`config.mk`:
```
export PLATFORM = sky130hd
export DESIGN_NAME = result_seg_display
export DESIGN_NICKNAME = d
export VERILOG_FILES = /design/src/rtl/result_seg_display.sv
export SDC_FILE = /design/constraint.sdc
export NUM_CORES = 1
export LEC_CHECK = 0
export CORE_MARGIN = 5
export CORE_UTILIZATION = 48
export CTS_CLUSTER_DIAMETER = 100
export DETAILED_ROUTE_END_ITERATION = 6
export PLACE_DENSITY = 0.74
export SLEW_MARGIN = 25
export SYNTH_ARGS = -nofsm -noshare
export SYNTH_HDL_FRONTEND = slang
export SYNTH_SLANG_ARGS = --single-unit
```
`constraint.sdc`:
```
create_clock -name Clk_100MHz -period 2.4 [get_ports Clk_100MHz]
set_input_delay 0.6 -clock Clk_100MHz [delete_from_list [all_inputs] [get_ports Clk_100MHz]]
set_output_delay 0.6 -clock Clk_100MHz [all_outputs]
set_load 0.01 [all_outputs]
```
`src/rtl/result_seg_display.sv`:
```
// result_seg_display: captures a 16-bit result and time-multiplexes it onto a 4-digit common-anode display.
// Define SEG_DECIMAL_EN for decimal mode (double-dabble conversion); left undefined, digits are shown in hex.
module result_seg_display #(
    parameter int unsigned REFRESH_DIV   = 100000,
    parameter int unsigned BLANK_LEADING = 1
) (
    input  logic        Clk_100MHz,
    input  logic        Rst_n,
    input  logic [15:0] result,
    input  logic        result_valid,
    output logic        busy,
    output logic [6:0]  seg,
    output logic        dp,
    output logic [3:0]  an
);

    localparam int CNT_W = $clog2(REFRESH_DIV);
    localparam logic [CNT_W-1:0] CNT_LAST = CNT_W'(REFRESH_DIV - 1);
`ifdef SEG_DECIMAL_EN
    localparam int DISP_W = 20;
`else
    localparam int DISP_W = 16;
`endif

    logic [DISP_W-1:0] disp;
    logic              overflow;
    logic [CNT_W-1:0]  refresh_cnt;
    logic [1:0]        digit_idx;
    logic [3:0]        digit;
    logic [15:0]       upper;
    logic [6:0]        seg_nxt;
    logic              dp_nxt;
    logic [3:0]        an_nxt;

    function automatic logic [6:0] seg_code(input logic [3:0] d);
        case (d)
            4'h0:    seg_code = 7'b1000000;
            4'h1:    seg_code = 7'b1111001;
            4'h2:    seg_code = 7'b0100100;
            4'h3:    seg_code = 7'b0110000;
            4'h4:    seg_code = 7'b0011001;
            4'h5:    seg_code = 7'b0010010;
            4'h6:    seg_code = 7'b0000010;
            4'h7:    seg_code = 7'b1111000;
            4'h8:    seg_code = 7'b0000000;
            4'h9:    seg_code = 7'b0010000;
            4'hA:    seg_code = 7'b0001000;
            4'hB:    seg_code = 7'b0000011;
            4'hC:    seg_code = 7'b1000110;
            4'hD:    seg_code = 7'b0100001;
            4'hE:    seg_code = 7'b0000110;
            default: seg_code = 7'b0001110;
        endcase
    endfunction

    // NOTE: state updates use <= so every register samples pre-edge values regardless of block order.
    always_ff @(posedge Clk_100MHz) begin
        if (!Rst_n) begin
            refresh_cnt <= '0;
            digit_idx   <= '0;
        end else if (refresh_cnt == CNT_LAST) begin
            refresh_cnt <= '0;
            digit_idx   <= digit_idx + 2'd1;
        end else begin
            refresh_cnt <= refresh_cnt + 1'b1;
        end
    end

    // NOTE: every signal here is assigned on every path; a missed branch would infer a latch.
    always_comb begin
        digit  = disp[{digit_idx, 2'b00} +: 4];
        upper  = disp[15:0] >> {digit_idx, 2'b00};
        an_nxt = ~(4'b0001 << digit_idx);
        dp_nxt = ~(overflow && digit_idx == 2'd0);
        if (overflow)
            seg_nxt = 7'b0111111;
        else if (BLANK_LEADING != 0 && digit_idx != 2'd0 && upper == 16'h0)
            seg_nxt = 7'h7F;
        else
            seg_nxt = seg_code(digit);
    end

    always_ff @(posedge Clk_100MHz) begin
        if (!Rst_n) begin
            seg <= 7'h7F;
            dp  <= 1'b1;
            an  <= 4'b1111;
        end else begin
            seg <= seg_nxt;
            dp  <= dp_nxt;
            an  <= an_nxt;
        end
    end

`ifdef SEG_DECIMAL_EN
    typedef enum logic [1:0] {IDLE, SHIFT, DONE} state_t;

    state_t      state, state_nxt;
    logic [15:0] bin_q;
    logic [19:0] bcd_q, bcd_adj;
    logic [3:0]  iter_q;
    logic        pend_valid;
    logic [15:0] pend_val;

    always_ff @(posedge Clk_100MHz) begin
        if (!Rst_n) state <= IDLE;
        else        state <= state_nxt;
    end

    always_comb begin
        state_nxt = state;
        case (state)
            IDLE:    if (pend_valid || result_valid) state_nxt = SHIFT;
            SHIFT:   if (iter_q == 4'd15) state_nxt = DONE;
            DONE:    state_nxt = IDLE;
            default: state_nxt = IDLE;
        endcase
    end

    // A queued value keeps busy asserted through the IDLE cycle between back-to-back conversions.
    always_comb busy = (state != IDLE) || pend_valid;

    always_comb begin
        bcd_adj = bcd_q;
        for (int i = 0; i < 5; i++) begin
            if (bcd_q[4*i +: 4] >= 4'd5) bcd_adj[4*i +: 4] = bcd_q[4*i +: 4] + 4'd3;
        end
    end

    // IDLE drains the pending slot first; a strobe in that same cycle refills it (last value wins).
    always_ff @(posedge Clk_100MHz) begin
        if (!Rst_n) begin
            pend_valid <= 1'b0;
            pend_val   <= '0;
        end else if (result_valid) begin
            if (state != IDLE || pend_valid) begin
                pend_valid <= 1'b1;
                pend_val   <= result;
            end
        end else if (state == IDLE) begin
            pend_valid <= 1'b0;
        end
    end

    always_ff @(posedge Clk_100MHz) begin
        if (!Rst_n) begin
            bin_q  <= '0;
            bcd_q  <= '0;
            iter_q <= '0;
            disp   <= '0;
        end else begin
            case (state)
                IDLE: begin
                    iter_q <= '0;
                    bcd_q  <= '0;
                    if (pend_valid)        bin_q <= pend_val;
                    else if (result_valid) bin_q <= result;
                end
                SHIFT: begin
                    {bcd_q, bin_q} <= {bcd_adj, bin_q} << 1;
                    iter_q         <= iter_q + 4'd1;
                end
                DONE:    disp <= bcd_q;
                default: ;
            endcase
        end
    end

    always_comb overflow = (disp[19:16] != 4'h0);
`else
    always_comb busy     = 1'b0;
    always_comb overflow = 1'b0;

    always_ff @(posedge Clk_100MHz) begin
        if (!Rst_n)            disp <= '0;
        else if (result_valid) disp <= result;
    end
`endif

endmodule
```
==> out/qor.csv, run 1 <==
stage,metric,value,unit
outcome,outcome,finished clean,
clock_tree,Inserted Clock Buffers,5,
final_layout,multi-input logic area,1190,sq um
yosys,multiplexer area fraction after synthesis,14.7,%
clock_tree,Clock transition at path regs,90,ps
final_layout,Area growth syn-to-layout,21.1,%
final_timing,final worst setup slack,236,ps
final_layout,number of non-clock inverters in the layout,8,
grt,total grt overflow,0,
yosys,"Seq/Total Area, Yosys",41.6,%
yosys,"area share, top type",41.6,%
final_timing,"Hold Violations, Final",0,
placed_design,Port-buffer cells,29,
final_layout,nets,281,
yosys,Yosys top cell by instances,dfxtp_1,
placed_design,GPL Wtd Cong,0.789,
final_layout,num sequential,46,
clock_tree,post-CTS setup buffer count,0,
die,die height,77.9,microns
final_layout,non-filler instance count after layout,305,
min_path,Worst Hold Class,flip-flop to flip-flop,
final_layout,number of logic gates,156,
critical_path,Critical Path AT,2410,ps
critical_path,cell family with most CP delay,multiplexers,
final_timing,RSZ-0062 raised after global routing,no,
final_layout,clock buffers,6,
critical_path,CP bufs+invs,1,
final_timing,Tightest Pin Transition,549,ps
pwr,power per cell area,631,nW/um^2
pwr,Leakage,1.06,nW
placed_design,DP Cell Count,297,
critical_path,CP Capture Type,flip-flop,
placed_design,post-DP HPWL,2990,microns
yosys,"area leader, netlist",dfxtp_1,
clock_tree,CTS resizes,0,
yosys,synthesis area per yosys,2210,sq um
yosys,cells in synth_stat.txt,224,
yosys,"Adder Share, Synth",5.65,%
final_timing,Final setup viols,0,
yosys,synthesized area per cell,9.88,sq um
final_timing,cycle use final,90.2,%
clock_tree,clk root buf,clkbuf_8,
yosys,Syn. warnings,0,
final_layout,nonclk buf count,35,
route,Pre-antenna DRT Iters,4,
die,die area,6070,sq um
critical_path,critical-path cell list,"mux4_1, inv_1, ha_1, nor4b_2, o2111ai_1, nand3_1, a211o_1",
final_layout,filler instances,392,
die,fp_density,50.1,%
final_timing,sum of negative setup slack,0,ps
yosys,Nets at Floorplan,253,
final_layout,Layout clock area frac,5.32,%
critical_path,slowest cell on the critical path,mux4_1,
route,mean number of vias per cell,5.49,
yosys,Area contributors post-synth,"dfxtp_1 (42%), mux2i_1 (8.6%), ha_1 (5.7%)",
final_timing,Max Freq,462,MHz
placed_design,pre-CTS setup slack,188,ps
yosys,Seq cells post-synth,46,
die,Ports,32,
yosys,Dominant Register Cell,dfxtp_1,
final_layout,Leading cell kind,multi-input combinational cells,
route,final WL,4100,microns
final_layout,Non-clock buffer share,12.5,%
grt,largest net degree at the start of global routing,21,
die,CORE AREA,4410,sq um
die,tapcell count,52,
route,post-route antenna net violation count,0,
route,WL/cell,13.4,microns
yosys,Synth Instances,224,
clock_tree,CTS tree,done,
flow_run,OpenROAD warnings,33,
die,Die Wd,77.9,microns
grt,first-pass GRT wire length,7000,microns
grt,vias in the first global route,1565,
critical_path,maximum net fanout on the critical path,5,
route,total number of vias,1675,
grt,antenna violations before repair,0,
yosys,ao+oa area frac,7.41,%
final_timing,Pins Over Slew Limit,0,
yosys,synthesized area,2210,sq um
route,drt initial violations,92,
final_layout,diode count,0,
critical_path,critical path startpoint category,flip-flop,
route,drc violations,0,
flow_run,Max Cap Viol,0,
die,Rows,24,
critical_path,kind of critical path,flip-flop to flip-flop,
clock_tree,clock sink count,46,
clock_tree,CTS Hold Bufs,0,
yosys,top cells by count,"dfxtp_1 (46), mux2i_1 (19), nand2_1 (17), nor2b_1 (17), nor2_1 (14)",
critical_path,crit path DRT,2650,ps
clock_tree,H-tree depth,2,
yosys,distinct lib cells,41,
yosys,Post-synth EDFFs,0,
pwr,worst vdd ir,0.000397,V
yosys,Top logic family,simple AND/OR/NAND/NOR gates,
pwr,Tot Pwr,1.69,mW
critical_path,CP max stage delay,590,ps
final_timing,Slew headroom,63.4,%
grt,Total GRT Usage,14.0,%
clock_tree,clk buf depth,2,
yosys,Post-Synth Simple-Gate Area,21.3,%
yosys,Post-synth ARST share,0,%
final_layout,share of cells above drive strength 1,8.70,%
final_timing,min cycle time layout,2160,ps
yosys,Post-Synth XOR/XNOR Area,3.96,%
final_layout,combinational share of cell area,44.3,%
run 1: cell usage in the layout, fill, tap and decap left out, drive strengths merged, types with 7 or more instances in the layout:
cell,instances
nor2,14
xor2,8
nand2,17
ha,10
dfxtp,46
mux2i,19
clkdlybuf4s50,29
a21oi,7
nor2b,17
inv,8
run 1: kinds of logic (layout without fill, tap and decap cells):
group / count (synthesis) / after routing
simple gates: 85 / 85
flops: 46 / 46
mux: 25 / 25
compound gates: 24 / 24
buf+inv: 22 / 51
fa+ha+maj: 10 / 10
xor+xnor: 10 / 10
other cells: 2 / 2
run 1: sequential cells by signal, summed over array words and instances (netlist names):
register     flops
seg              7
an               4
disp            16
digit_idx        2
refresh_cnt     17
run 1: final timing paths:
| kind | end | slack (ps) | startpoint | depth (start not counted) |
|---|---|---|---|---|
| max | seg[6] | 240 | digit_idx[0] | 7 |
| max reg2reg | seg[6] | 240 | digit_idx[0] | 7 |
| min reg2reg | refresh_cnt[0] | 450 | refresh_cnt[0] | 1 |
| min | refresh_cnt[0] | 450 | refresh_cnt[0] | 1 |
run 1: layer usage:
| layer | wire [microns] | up-vias | global-route usage, % |
|---|---|---|---|
| met5 | 0 | - | 0 |
| met2 | 1730 | 50 | 21.3 |
| li1 | - | 840 | - |
| met4 | 72 | 0 | 5.57 |
| met1 | 2010 | 775 | 18.3 |
| met3 | 290 | 10 | 4.63 |
run 1: power breakdown:
group          internal [mW]  switching [mW]  total, mW  leakage [nW]
Clock                  0.444           0.257      0.701        0.0714
Sequential             0.795          0.0222      0.817         0.377
Combinational          0.100          0.0730      0.173         0.610
run 1: through the flow:
step | instance area, sq um | hold slack (ps)
5_1_grt | 2680 | 493
2_1_floorplan | 2210 | 413
3_3_place_gp | 2530 | 425
3_5_place_dp | 2530 | 437
6_report | 2680 | 450
4_1_cts | 2680 | 451
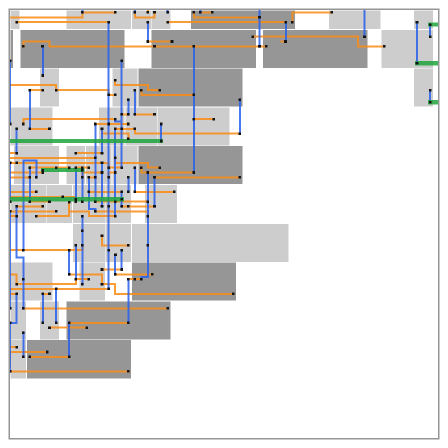
*A small window of the routed layout, run 1*
Region (43, 4) to (73, 34) microns. Cells in gray, sequential cells in the stronger gray; small squares are vias.
legend:
  blue:
    layer: metal 2
  orange:
    layer: metal 1
  green:
    layer: metal 3
cells with their middle in the window: 33
most frequent: dfxtp_1 (8), or3_1 (4), a21oi_1 (4)
netlist names of flops here include: `refresh_cnt` (6), `an` (2)
sequential cells in the window: 8

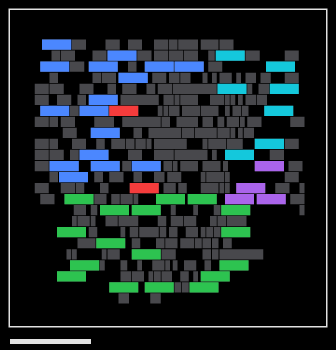
*Register map, names as in the netlist, run 1*
Bar = 20 microns.
legend:
  red:
    netlist_name: `digit_idx`
    sequential_cells: 2
  cyan:
    netlist_name: `seg`
    sequential_cells: 7
    where: upper right
  purple:
    netlist_name: `an`
    sequential_cells: 4
    where: middle right
  blue:
    netlist_name: `disp`
    sequential_cells: 16
  green:
    netlist_name: `refresh_cnt`
    sequential_cells: 17
seq pwr: 0.817 mW
Util after Layout: 60.7%
register area: 921 sq um
sequential share of cell area: 34.3%

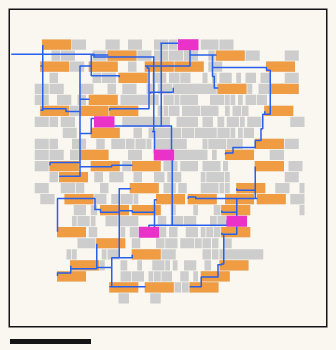
*Routed clock nets over the placement, run 1*
Bar = 20 microns.
legend:
  orange:
    item: flip-flops
    count: 46
  blue:
    item: clock wires
    length: 555 microns
  magenta:
    item: clock drivers
    count: 5
flops lie: all over the die
later-pin clock latency in the skew report: 300 ps
clock share of power: 41.4%
Layout Skew: 9.32 ps
Clock group: 0.701 mW

--- run 2 (diff from run 1) ---
--- a/config.mk
+++ b/config.mk
@@ -7,6 +7,7 @@
 export LEC_CHECK = 0
 export CORE_MARGIN = 5
 export CORE_UTILIZATION = 48
+export CTS_BUF_LIST = sky130_fd_sc_hd__clkbuf_16
 export CTS_CLUSTER_DIAMETER = 100
 export DETAILED_ROUTE_END_ITERATION = 6
 export PLACE_DENSITY = 0.74
==> run 2 against run 1 <==
Against the previous run: combinational power is essentially flat; synthesized area is the same; synthesized cell count is the same; non-clock buffer count is the same; clock power grew 24%; highest routed layer unchanged.
==> out/qor.csv, run 2 <==
stage,metric,value,unit
outcome,outcome,finished clean,
yosys,synthesized area per cell,9.88,sq um
final_layout,Largest regs,"refresh_cnt (17), disp (16), seg (7)",
final_layout,max reg flops,17,
grt,total grt overflow,0,
route,WL/cell,14.1,microns
route,drc violations,0,
flow_run,Max Cap Viol,0,
route,post-route antenna net violation count,0,
final_timing,Tightest Pin Transition,553,ps
final_layout,Util after Layout,61.8,%
flow_run,OpenROAD warnings,33,
final_layout,Biggest register,refresh_cnt,
die,Die Wd,77.9,microns
grt,vias in the first global route,1556,
yosys,synthesis area per yosys,2210,sq um
final_layout,diode count,0,
grt,largest net degree at the start of global routing,21,
route,total number of vias,1700,
final_timing,Layout Skew,7.08,ps
final_timing,cycle use final,91.1,%
placed_design,GPL Wtd Cong,0.789,
yosys,top cells by count,"dfxtp_1 (46), mux2i_1 (19), nand2_1 (17), nor2b_1 (17), nor2_1 (14)",
pwr,power per cell area,683,nW/um^2
final_timing,Max Freq,458,MHz
critical_path,critical path startpoint category,flip-flop,
route,drt initial violations,103,
grt,antenna violations before repair,0,
critical_path,critical-path cell list,"mux4_1, inv_1, ha_1, nor4b_2, o2111ai_1, nand3_1, nand3b_1",
critical_path,CP Capture Type,flip-flop,
final_timing,RSZ-0062 raised after global routing,no,
yosys,Area contributors post-synth,"dfxtp_1 (42%), mux2i_1 (8.6%), ha_1 (5.7%)",
yosys,"area share, top type",41.6,%
final_layout,Commonest Layout Cell,dfxtp_1,
critical_path,Critical Path AT,2410,ps
critical_path,maximum net fanout on the critical path,5,
placed_design,DP Cell Count,297,
yosys,Post-synth EDFFs,0,
clock_tree,Clock transition at path regs,60,ps
yosys,Post-synth ARST share,0,%
critical_path,reg2reg path depth,7,
final_layout,most frequent cells in the layout,"dfxtp_1 (46), clkdlybuf4s50_1 (29), mux2i_1 (19)",
critical_path,Critical Path Start,digit_idx[0],
yosys,"area leader, netlist",dfxtp_1,
placed_design,Port-buffer cells,29,
yosys,"Seq/Total Area, Yosys",41.6,%
clock_tree,CTS tree,done,
route,Pre-antenna DRT Iters,4,
die,fp_density,50.1,%
min_path,Worst Hold Class,flip-flop to flip-flop,
die,Rows,24,
critical_path,critical path depth in cells,7,
yosys,Dominant Register Cell,dfxtp_1,
yosys,Nets at Floorplan,253,
clock_tree,CTS Hold Bufs,0,
critical_path,CP bufs+invs,1,
route,mean number of vias per cell,5.57,
grt,first-pass GRT wire length,7140,microns
yosys,Synth Instances,224,
clock_tree,clock sink count,46,
final_timing,min cycle time layout,2190,ps
yosys,Seq cells post-synth,46,
final_layout,nets,281,
clock_tree,CTS resizes,0,
clock_tree,H-tree depth,2,
critical_path,cell family with most CP delay,simple AND/OR/NAND/NOR gates,
pwr,Leakage,1.08,nW
final_timing,"Hold Violations, Final",0,
placed_design,post-DP HPWL,2990,microns
yosys,Syn. warnings,0,
die,Ports,32,
die,CORE AREA,4410,sq um
critical_path,kind of critical path,flip-flop to flip-flop,
clock_tree,post-CTS setup buffer count,0,
yosys,distinct lib cells,41,
grt,Total GRT Usage,14.2,%
critical_path,slowest cell on the critical path,mux4_1,
clock_tree,Inserted Clock Buffers,5,
pwr,Tot Pwr,1.86,mW
clock_tree,clk buf depth,2,
clock_tree,clk root buf,clkbuf_16,
clock_tree,later-pin clock latency in the skew report,280,ps
die,die area,6070,sq um
final_layout,filler instances,379,
critical_path,Critical Path End,seg[1],
critical_path,CP max stage delay,580,ps
yosys,cells in synth_stat.txt,224,
final_timing,Final setup viols,0,
yosys,Yosys top cell by instances,dfxtp_1,
final_layout,share of cells above drive strength 1,8.30,%
pwr,worst vdd ir,0.000467,V
critical_path,crit path DRT,2630,ps
final_timing,Slew headroom,63.2,%
route,final WL,4300,microns
critical_path,reg-to-reg endpoint,seg[1],
yosys,synthesized area,2210,sq um
final_timing,Pins Over Slew Limit,0,
final_layout,non-filler instance count after layout,305,
final_timing,sum of negative setup slack,0,ps
critical_path,Reg-to-Reg Start,digit_idx[0],
die,die height,77.9,microns
critical_path,r2r setup slk,210,ps
run 2: cell counts after synthesis:
No cell type changed its count.
run 2: logic make-up after synthesis:
kind of cell	share of synthesized area, %
simple gates	21.3
flops	41.6
mux	14.7
compound gates	7.41
buf+inv	5.03
fa+ha+maj	5.65
xor+xnor	3.96
other cells	0.339
run 2: how the worst min path moves through the flow:
stage | start | to | slack, ps | cells after the start
global route | refresh_cnt[0] | refresh_cnt[0] | 490 | 1
detailed placement | refresh_cnt[0] | refresh_cnt[0] | 440 | 1
finish | refresh_cnt[0] | refresh_cnt[0] | 440 | 1
CTS | refresh_cnt[0] | refresh_cnt[0] | 450 | 1
floorplan | refresh_cnt[0] | refresh_cnt[0] | 410 | 1
global placement | refresh_cnt[0] | refresh_cnt[0] | 430 | 1
run 2: area by class of cell:
type,count,area (sq um),area share (%)
Multi-Input combinational cell,156,1190,43.5
Sequential cell,46,921,33.8
Timing Repair Buffer,35,335,12.3
Clock buffer,5,125,4.59
Tap cell,52,65.1,2.39
Clock inverter,3,63.8,2.34
Inverter,8,30.0,1.10
run 2: power by group:
group	internal, mW	total, mW	switching, mW
clock network	0.593	0.870	0.277
logic	0.100	0.175	0.0740
registers	0.796	0.818	0.0221
total	1.49	1.86	0.374
run 2: per-layer routing:
layer  vias to the layer above  wire length, microns  global-route usage (%)
li1                        835                     -                       -
met1                       812                  2040                    18.9
met2                        48                  1950                    22.6
met3                         5                   264                    4.17
met4                         0                    48                    3.55
met5                         -                     0                       0
run 2: through the flow:
step           instance area [sq um]  setup slack [ps]  hold slack [ps]
2_1_floorplan                   2210               179              413
3_3_place_gp                    2530               245              425
3_5_place_dp                    2530               188              437
4_1_cts                         2720              48.3              447
5_1_grt                         2730              90.1              488
6_report                        2730               214              444
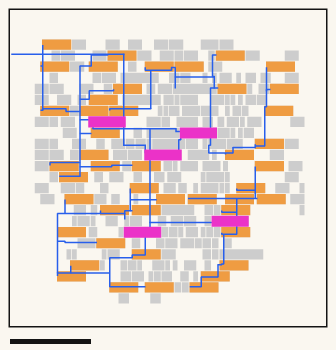
*Routed clock nets over the placement, run 2*
Bar = 20 microns.
legend:
  orange:
    item: flip-flops
    count: 46
  blue:
    item: clock wires
    length: 534 microns
  magenta:
    item: clock drivers
    count: 5
routed clock nets: 6
flops lie: all over the die

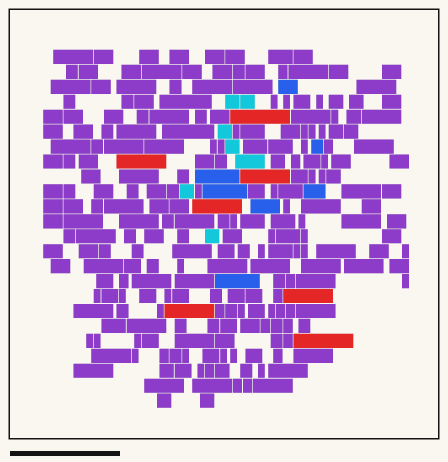
*Sizing map, run 2*
Bar = 20 microns.
legend:
  purple:
    size: _0 and _1 cells
    cells: 232
    most_used: dfxtp_1
  blue:
    size: _2 cells
    cells: 7
    most_used: mux4_2
  cyan:
    size: _3 and _4 cells
    cells: 7
    most_used: buf_4
  red:
    size: _6 and larger
    cells: 7
    most_used: clkbuf_16
cell area after layout: 2730 sq um
Area growth syn-to-layout: 23.2%
final worst setup slack: 214 ps

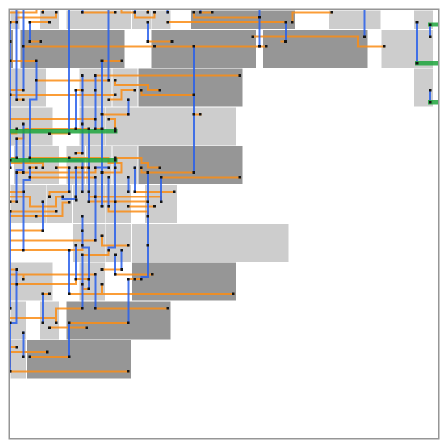
*A small window of the routed layout, run 2*
Region (43, 4) to (73, 34) microns. Cells in gray, sequential cells in the stronger gray; small squares are vias.
legend:
  blue:
    layer: metal 2
  green:
    layer: metal 3
  orange:
    layer: metal 1
netlist names of flops here include: `refresh_cnt` (6), `an` (2)
sequential cells in the window: 8
cells with their middle in the window: 32
most frequent: dfxtp_1 (8), or3_1 (4), a21oi_1 (4)

--- run 3 (diff from run 2) ---
--- a/config.mk
+++ b/config.mk
@@ -6,11 +6,12 @@
 export NUM_CORES = 1
 export LEC_CHECK = 0
 export CORE_MARGIN = 5
-export CORE_UTILIZATION = 48
+export CORE_UTILIZATION = 58
 export CTS_BUF_LIST = sky130_fd_sc_hd__clkbuf_16
 export CTS_CLUSTER_DIAMETER = 100
+export CTS_CLUSTER_SIZE = 40
 export DETAILED_ROUTE_END_ITERATION = 6
-export PLACE_DENSITY = 0.74
+export PLACE_DENSITY = 0.83
 export SLEW_MARGIN = 25
 export SYNTH_ARGS = -nofsm -noshare
 export SYNTH_HDL_FRONTEND = slang
==> constraint.sdc (replaced) <==
create_clock -name Clk_100MHz -period 2.6 [get_ports Clk_100MHz]
set_input_delay 0.65 -clock Clk_100MHz [delete_from_list [all_inputs] [get_ports Clk_100MHz]]
set_output_delay 0.65 -clock Clk_100MHz [all_outputs]
set_load 0.01 [all_outputs]
==> run 3 against run 2 <==
Against the previous run: fmax shrank 8.9%; non-clock buffer count fell by 3; final cell count decreased by 2.3%; clock power is about 30% lower; die size shrank 15%; first-iteration DRC count rose by 86%; flip-flop count unchanged; synthesized area is the same; wire length is 1.7% higher; worst setup slack got worse by 13 ps; clock-buffer cell count is the same; sequential power down 7.8%; critical path type unchanged; largest cell class unchanged.
==> out/qor.csv, run 3 <==
stage,metric,value,unit
yosys,"area share, top type",41.6,%
clock_tree,Clock transition at path regs,60,ps
yosys,Nets at Floorplan,253,
final_layout,nets,278,
yosys,top cells by count,"dfxtp_1 (46), mux2i_1 (19), nand2_1 (17), nor2b_1 (17), nor2_1 (14)",
clock_tree,later-pin clock latency in the skew report,290,ps
critical_path,reg-to-reg endpoint,seg[1],
critical_path,Critical Path AT,2630,ps
critical_path,r2r setup slk,200,ps
yosys,synthesis area per yosys,2210,sq um
clock_tree,H-tree depth,2,
min_path,Worst Hold Path EP,refresh_cnt[0],
grt,first-pass GRT wire length,7220,microns
yosys,Seq cells post-synth,46,
final_timing,min cycle time layout,2400,ps
yosys,Top logic family,simple AND/OR/NAND/NOR gates,
yosys,Post-synth ARST share,0,%
pwr,worst vdd ir,0.000470,V
final_layout,Commonest Layout Cell,dfxtp_1,
route,mean number of vias per cell,5.59,
yosys,Synth Instances,224,
placed_design,Port-buffer cells,29,
yosys,"Adder Share, Synth",5.65,%
clock_tree,post-CTS setup buffer count,0,
route,WL/cell,14.7,microns
final_layout,diode count,0,
route,post-route antenna net violation count,0,
final_timing,Slew headroom,60.4,%
outcome,outcome,finished clean,
placed_design,GPL Wtd Cong,0.841,
final_timing,final worst setup slack,201,ps
clock_tree,clk buf depth,2,
min_path,Worst Hold Class,flip-flop to flip-flop,
flow_run,Max Cap Viol,0,
yosys,Post-synth EDFFs,0,
yosys,"area leader, netlist",dfxtp_1,
die,Die Wd,71.8,microns
final_layout,filler instances,297,
die,Ports,32,
final_layout,max reg flops,17,
critical_path,CP Capture Type,flip-flop,
route,final WL,4370,microns
yosys,synthesized area,2210,sq um
grt,total grt overflow,0,
yosys,synthesized area per cell,9.88,sq um
yosys,Post-Synth XOR/XNOR Area,3.96,%
clock_tree,clock sink count,46,
final_layout,most frequent cells in the layout,"dfxtp_1 (46), clkdlybuf4s50_1 (29), mux2i_1 (19)",
final_layout,multi-input logic area,1180,sq um
yosys,Yosys top cell by instances,dfxtp_1,
critical_path,critical path startpoint category,flip-flop,
yosys,multiplexer area fraction after synthesis,14.7,%
yosys,Syn. warnings,0,
yosys,distinct lib cells,41,
final_timing,Final setup viols,0,
final_timing,"Hold Violations, Final",0,
yosys,Post-Synth Simple-Gate Area,21.3,%
grt,Total GRT Usage,17.7,%
grt,vias in the first global route,1552,
critical_path,kind of critical path,flip-flop to flip-flop,
die,die height,71.8,microns
yosys,ao+oa area frac,7.41,%
final_layout,Biggest register,refresh_cnt,
critical_path,Reg-to-Reg Start,digit_idx[0],
critical_path,reg2reg path depth,7,
die,die area,5150,sq um
final_timing,Pins Over Slew Limit,0,
yosys,Dominant Register Cell,dfxtp_1,
final_timing,Tightest Pin Transition,594,ps
final_layout,Largest regs,"refresh_cnt (17), disp (16), seg (7)",
## run 3: netlist changes by cell type in the layout (fill, tap and decap cells not counted)
cell        previous run  this run
buf_4                  6         3
nor4b_2                1         0
nor4b_1                1         2
clkinv_2               0         1
bufinv_16              2         0
clkinvlp_4             0         1
## run 3: worst max-delay path by stage
stage                 startpoint     end  cells after the start
floorplan           digit_idx[0]  seg[1]                      8
finish              digit_idx[0]  seg[1]                      7
CTS                 digit_idx[0]  seg[1]                      7
global route        digit_idx[0]  seg[1]                      7
detailed placement  digit_idx[0]  seg[1]                      7
global placement    digit_idx[0]  seg[1]                      7
## run 3: where the power goes
| part | internal [mW] | switching [mW] |
|---|---|---|
| combinational | 0.0905 | 0.0705 |
| clock | 0.351 | 0.259 |
| sequential | 0.735 | 0.0195 |
| total | 1.18 | 0.349 |
## run 3: worst max-delay path, stage by stage, from the launching register on
cell and delay (ps):
dfxtp_1 360, mux4_1 680, inv_1 160, ha_1 200, nor4b_1 350, o2111ai_1 210, nand3_1 230, nand3b_1 130
## run 3: per-stage QoR
step	utilization, %	cell area, sq um	hold WS, ps	power [mW]	instances
floorplan	-	2210	413	0.862	224
global placement	67.9	2500	426	0.925	290
detailed placement	67.9	2500	436	0.930	290
CTS	71.7	2650	446	1.53	298
global route	71.7	2650	472	1.58	298
finish	71.7	2650	442	1.52	298
## run 3: routing by layer
layer / up-vias / GRT usage (%) / routed length (microns)
li1: 832 / - / -
met1: 789 / 24.1 / 2090
met2: 35 / 26.8 / 1970
met3: 9 / 3.65 / 226
met4: 0 / 7.93 / 83
met5: - / 0 / 0
## run 3: layout make-up
class,count,share of cell area (%)
multi-input cells,156,44.6
repair buffers,32,11.8
clock buffers,5,4.73
flip-flops and latches,46,34.8
well taps,48,2.27
inverters,8,1.13
clock inverters,3,0.615
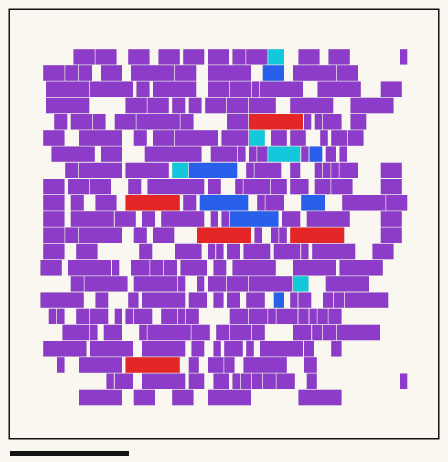
*Sizing map, run 3*
Bar = 20 microns.
legend:
  purple:
    size: _0 and _1 cells
    cells: 233
    most_used: dfxtp_1
  red:
    size: _6 and larger
    cells: 5
    most_used: clkbuf_16
  cyan:
    size: _3 and _4 cells
    cells: 5
    most_used: buf_4
  blue:
    size: _2 cells
    cells: 7
    most_used: mux4_2

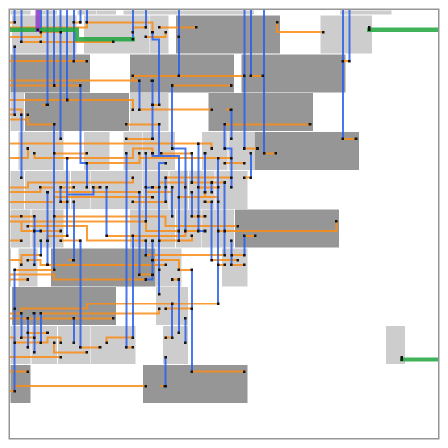
*A small window of the routed layout, run 3*
Region (39, 3) to (69, 33) microns. Cells in gray, sequential cells in the stronger gray; small squares are vias.
legend:
  green:
    layer: metal 3
  orange:
    layer: metal 1
  purple:
    layer: metal 4
  blue:
    layer: metal 2
most frequent: dfxtp_1 (11)
cells with their middle in the window: 43
netlist names of flops here include: `refresh_cnt` (7), `an` (2)
sequential cells in the window: 11

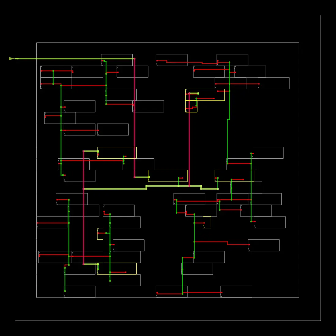
*Clock routing, run 3*
clock buffers: 5
Inserted Clock Buffers: 5
num sequential: 46

Power figures rest on the tool's default switching activity, not on a simulated workload.
